`src/rtl/emg_stim_blanking_scheduler.sv`:
```
// emg_stim_blanking_scheduler: gates EMG ADC starts around stimulation pulses and post-pulse blanking (optional replay slot: SAMPLE_REPLAY_EN)
module emg_stim_blanking_scheduler #(
  parameter int BLANK_CYCLES = 200,
  parameter int CH_W = 4,
  parameter int CNT_W = 8
) (
  input  logic             CLK,
  input  logic             RESET,
  input  logic             ENABLE,
  input  logic             CAT_ST,
  input  logic             ANO_ST,
  input  logic             DIS_ST,
  input  logic             CONV_REQ,
  input  logic [CH_W-1:0]  CH_IDX,
  output logic             START_EMG,
  output logic [CH_W-1:0]  GRANT_CH,
  output logic             BLANK_ACTIVE,
  output logic [CNT_W-1:0] DROP_CNT,
  output logic             REPLAY_FLAG
);
  localparam int BW = $clog2(BLANK_CYCLES + 1);
  localparam logic [BW-1:0] BLANK_LOAD = BW'(BLANK_CYCLES - 1);
  typedef enum logic [1:0] {IDLE, ACQ, STIM, HOLD} state_t;
  state_t state;
  logic stim_q;
  logic [BW-1:0] cnt;
  logic blanked;
  logic drop_fresh;
  logic [1:0] drop_inc;
  logic [CNT_W:0] drop_sum;
`ifdef SAMPLE_REPLAY_EN
  logic slot_v, hold_v;
  logic [CH_W-1:0] slot_ch, hold_ch;
  logic drop_held;
  // a held request that meets a new stimulus is discarded and counted as a drop
  always_comb begin
    blanked = state == STIM || state == HOLD;
    drop_fresh = ENABLE & CONV_REQ & (blanked | (state == ACQ & (stim_q | hold_v)));
    drop_held = ENABLE & (state == ACQ) & hold_v & stim_q;
    drop_inc = {1'b0, drop_fresh} + {1'b0, drop_held};
    drop_sum = {1'b0, DROP_CNT} + (CNT_W+1)'(drop_inc);
  end
`else
  assign REPLAY_FLAG = 1'b0;
  // a request is lost whenever it arrives while stimulation is seen or blanking runs
  always_comb begin
    blanked = state == STIM || state == HOLD;
    drop_fresh = ENABLE & CONV_REQ & (blanked | (state == ACQ & stim_q));
    drop_inc = {1'b0, drop_fresh};
    drop_sum = {1'b0, DROP_CNT} + (CNT_W+1)'(drop_inc);
  end
`endif
  // phase sampling, arbitration FSM, blanking counter and registered outputs
  always_ff @(posedge CLK) begin
    if (RESET) begin
      state <= IDLE;
      stim_q <= 1'b0;
      cnt <= '0;
      START_EMG <= 1'b0;
      GRANT_CH <= '0;
      BLANK_ACTIVE <= 1'b0;
      DROP_CNT <= '0;
`ifdef SAMPLE_REPLAY_EN
      REPLAY_FLAG <= 1'b0;
      slot_v <= 1'b0;
      slot_ch <= '0;
      hold_v <= 1'b0;
      hold_ch <= '0;
`endif
    end else begin
      stim_q <= CAT_ST | ANO_ST | DIS_ST;
      START_EMG <= 1'b0;
      DROP_CNT <= drop_sum[CNT_W] ? '1 : drop_sum[CNT_W-1:0];
`ifdef SAMPLE_REPLAY_EN
      REPLAY_FLAG <= 1'b0;
      if (drop_fresh && blanked && !slot_v) begin
        slot_v <= 1'b1;
        slot_ch <= CH_IDX;
      end
`endif
      if (!ENABLE) begin
        state <= IDLE;
        BLANK_ACTIVE <= 1'b0;
`ifdef SAMPLE_REPLAY_EN
        slot_v <= 1'b0;
        hold_v <= 1'b0;
`endif
      end else begin
        case (state)
          IDLE: begin
            state <= stim_q ? STIM : ACQ;
            BLANK_ACTIVE <= stim_q;
          end
          ACQ: begin
            if (stim_q) begin
              state <= STIM;
              BLANK_ACTIVE <= 1'b1;
`ifdef SAMPLE_REPLAY_EN
              hold_v <= 1'b0;
            end else if (hold_v) begin
              START_EMG <= 1'b1;
              GRANT_CH <= hold_ch;
              hold_v <= 1'b0;
            end else if (slot_v) begin
              START_EMG <= 1'b1;
              GRANT_CH <= slot_ch;
              REPLAY_FLAG <= 1'b1;
              slot_v <= 1'b0;
              hold_v <= CONV_REQ;
              hold_ch <= CH_IDX;
`endif
            end else if (CONV_REQ) begin
              START_EMG <= 1'b1;
              GRANT_CH <= CH_IDX;
            end
          end
          STIM: begin
            if (!stim_q) begin
              state <= HOLD;
              cnt <= BLANK_LOAD;
            end
          end
          HOLD: begin
            if (stim_q) state <= STIM;
            else if (cnt == '0) begin
              state <= ACQ;
              BLANK_ACTIVE <= 1'b0;
            end else cnt <= cnt - BW'(1);
          end
          default: state <= IDLE;
        endcase
      end
    end
  end
endmodule

```
`config.mk`:
```
export PLATFORM = sky130hd
export DESIGN_NAME = emg_stim_blanking_scheduler
export DESIGN_NICKNAME = d
export VERILOG_FILES = /design/src/rtl/emg_stim_blanking_scheduler.sv
export SDC_FILE = /design/constraint.sdc
export NUM_CORES = 1
export LEC_CHECK = 0
export ABC_AREA = 1
export CORE_AREA = 3 3 55 67
export DETAILED_ROUTE_END_ITERATION = 12
export DIE_AREA = 0 0 58 70
export GPL_TIMING_DRIVEN = 0
export PLACE_DENSITY = 0.71
export SYNTH_ARGS = -nofsm -noshare
export SYNTH_HDL_FRONTEND = slang
export SYNTH_SLANG_ARGS = --single-unit
```
`constraint.sdc`:
```
create_clock -name CLK -period 1.7 [get_ports CLK]
set_input_delay 0.255 -clock CLK [delete_from_list [all_inputs] [get_ports CLK]]
set_output_delay 0.255 -clock CLK [all_outputs]
set_load 0.005 [all_outputs]
```
### Ports around the boundary

Bar = 20 um. Pins as bars across the die edge, other pins in grey.
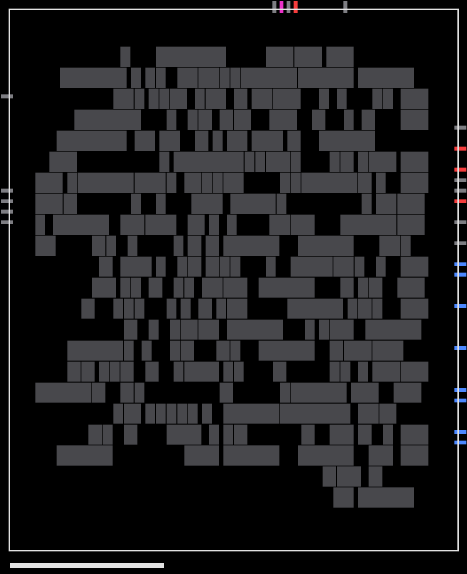
DROP_CNT: shown in blue, pins 8, direction output, edge right. ENABLE: shown in magenta, pins 1, direction input, edge top. CH_IDX: shown in red, pins 4, direction input, edge 3 right, 1 top.
Die Span Y: 70 um
number of port buffers: 23
DIE WIDTH: 58 um

### Wiring heat map

Bar = 20 um. The die is cut into 12 by 14 equal tiles; dark blue is low, red is high, scaled to the fullest tile. Values are wire area over tile area, all layers added.
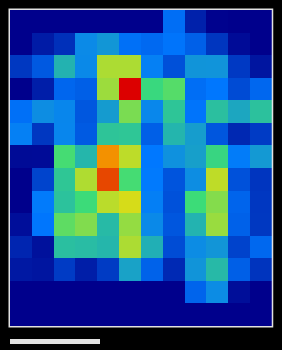
The mean over all tiles is 0.12. The densest ninth of the die: centre. 21% of the tiles are nearly empty. The emptiest ninth of the die: lower left. The fullest tile reaches 0.48.
wire per inst: 11.1 um
via count: 1321
DRT Wirelength: 2970 um
gr usage total: 0.151

### Sequential cells coloured by netlist name

Bar = 20 um. Other sequential cells in the stronger grey, the rest of the logic in the fainter grey.
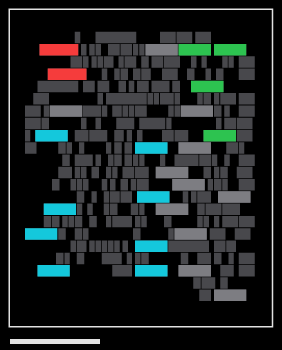
cnt: shown in cyan, placed flops 8. GRANT_CH: shown in green, placed flops 4, where upper right. state: shown in red, placed flops 2.
Seq/total area: 0.274
Flop area: 508 sq um
Core Util, Final: 0.601

### M1 wires

Bar = 20 um.
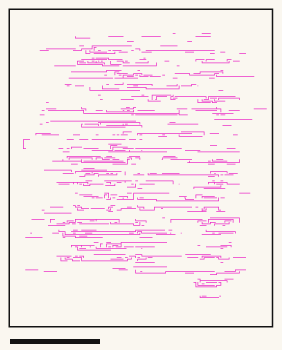
The layer holds 46% of the routed length. The wires run mostly horizontal. 213 nets have wire on it. The longest straight run is 21.2 um.
met1 Usage GRT: 0.180

[worst max-delay path: cells and delay by family, from the launching register on]
kind                     cells  cell delay [ns]
AND/OR/NAND/NOR              6             0.53
flip-flops                   1             0.40
AND-OR/OR-AND                2             0.20
adder cells (fa/ha/maj)      3             0.48
buffers and inverters        3             0.20
[registers in the layout, indices dropped and copies added, names as in the netlist]
register      flops
stim_q            1
DROP_CNT          8
state             2
BLANK_ACTIVE      1
cnt               8
START_EMG         1
GRANT_CH          4
[cells in the mapped netlist (2+ instances only)]
cell type,number,area [sq um]
nand2_1,37,139
nor2_1,32,120
dfxtp_1,25,500
inv_1,23,86.3
nand3_1,19,95.1
a21oi_1,14,70.1
o21ai_0,8,40.0
ha_1,7,87.6
nor3_1,5,25.0
nand2_4,3,33.8
xor2_1,3,26.3
a21oi_2,2,17.5
buf_6,2,22.5
clkbuf_1,2,7.51
nand3b_1,2,15.0
nor2_2,2,12.5
[routing by layer]
metal  global-route usage  up-vias  routed length, um
met1                0.180      592               1360
met2                0.265       33               1420
met4               0.0515        0                 24
li1                     -      694                  -
met5                    0        -                  0
met3               0.0277        2                165
[logic make-up after synthesis]
kind of cell | count (synthesis)
compound gates | 27
xor+xnor | 4
fa+ha+maj | 7
buf+inv | 28
flops | 25
other cells | 1
simple gates | 104
[area by class of cell]
class                      instances  area [sq um]
tap                               36          45.0
clock buffer                       4          26.3
sequential                        25           508
timing repair buffer              33           305
fill                             298          1230
multi-input combinational        143           850
inverter                          23          91.3
buffer                             4          26.3
[how the worst max path moves through the flow]
| stage | from | end | slack (ns) | cells past startpoint |
|---|---|---|---|---|
| 6_report | state[1] | DROP_CNT[5] | -0.16 | 14 |
| 4_1_cts | state[0] | DROP_CNT[5] | -0.18 | 14 |
| 5_1_grt | state[1] | DROP_CNT[5] | -0.33 | 14 |
| 3_5_place_dp | ENABLE | DROP_CNT[5] | -0.42 | 13 |
| 3_3_place_gp | ENABLE | DROP_CNT[5] | -0.40 | 13 |
| 2_1_floorplan | state[1] | DROP_CNT[5] | -0.08 | 14 |
[stage by stage]
| step | setup slack (ns) | power, W | setup TNS (ns) | instance area (sq um) | hold slack [ns] |
|---|---|---|---|---|---|
| after global routing | -0.330 | 0.00117 | -2.38 | 1850 | 0.304 |
| after global placement | -0.402 | 0.000827 | -2.73 | 1720 | 0.467 |
| after floorplan | -0.0781 | 0.000770 | -0.349 | 1450 | 0.375 |
| after CTS | -0.182 | 0.00111 | -1.19 | 1820 | 0.291 |
| after detailed placement | -0.424 | 0.000830 | -3.01 | 1720 | 0.472 |
| final | -0.158 | 0.00110 | -1.15 | 1850 | 0.303 |
[power by group]
group          internal (W)  switching (W)  leakage, nW
logic              0.000103       0.000112        0.559
registers          0.000603      0.0000204        0.204
clock network     0.0000916       0.000175       0.0150
total              0.000797       0.000308        0.778
[repair_timing]
action,in CTS,in global routing
resized,8,3
pin swaps,8,8
endpoints found under the setup margin,8,9
hold endpoints to repair,0,0
cloned,0,0
hold buffers,0,0
setup buffers,7,3
==> results.json <==
{
  "outcome": "complete, but fails checks",
  "violations": "negative setup slack",
  "fp_nets": 214,
  "max_freq_ghz": 0.538,
  "via_per_inst": 4.93,
  "setup_ws_ns": -0.158,
  "synthDistinctLibCells": 26,
  "antenna_found_initial": 0,
  "drtPass1Iterations": 4,
  "arrival_ns": 2.13,
  "hold_viol_final": 0,
  "grt_max_degree": 14,
  "yosys.area_share.simple": 0.348,
  "syn_to_final_growth_pct": 33.9,
  "lay_top_count": "nand2_1",
  "maxSlewViolCount": 0,
  "grt_pass1_vias": 1209,
  "path_class": "reg -> reg",
  "syn_inst": 196,
  "drt_iter0_markers": 43,
  "insertion_delay_ns": 0.31,
  "core_area_sq_mm": 0.00308,
  "synthAoiAreaFrac": 0.109,
  "tightest_slew_ns": 0.560,
  "yosysWarnings": 0,
  "topCombFamilyByArea": "simple AND/OR/NAND/NOR gates",
  "min_to": "cnt[6]",
  "root_buffer": "clkbuf_4",
  "diodes": 0,
  "syn_avg_cell_area_sq_um": 7.05,
  "ys_sh_adder": 0.0633,
  "min_path_type": "in -> reg",
  "rr_worst_depth": 14,
  "rrSetupSlack_ns": -0.16,
  "flop_cell": "dfxtp_1",
  "finalCritPeriodShare": 1.09,
  "p_leak_nw": 0.778,
  "cp_data_required_time_ns": 1.97,
  "crit_path_top_delay_cell": "dfxtp_4",
  "cpPeakStageDelay_ns": 0.40,
  "dp.cells": 255,
  "drv_cap": 0,
  "cts_max_path_buffers": 2,
  "irDropWorstVdd_v": 0.000371,
  "rsz0062_at_grt": "true",
  "final_cell_mix": "nand2_1, nor2_1, dfxtp_1, clkdlybuf4s50_1, inv_1",
  "xor_share": 0.0253,
  "pin_count": 26,
  "synth.ff_latch_count": 25,
  "ys_area_sq_mm": 0.00138,
  "numCtsBuffers": 3,
  "cts_tree": "yes",
  "antenna_left": 0,
  "p_per_area_mw_per_mm2": 597,
  "num-nets-final": 251,
  "setup_violations": 8,
  "path_clk_slew_ns": 0.14,
  "min_period_ns": 1.86,
  "reg2reg_to": "DROP_CNT[5]",
  "fin_worst_skew_ns": 0.00434,
  "core_util_floorplan": 0.448,
  "hold_start": "RESET",
  "drc": 0,
  "synth_seq_share": 0.362,
  "gp_congestion": 0.828,
  "syn-cell-area_sq_mm": 0.00138,
  "yosys_cells": 196,
  "ys_sh_mux": 0,
  "grt_pass1_wl_um": 5030,
  "ctsHtreeMaxLevel": 1
}
Power is estimated from default activity; no workload was simulated.
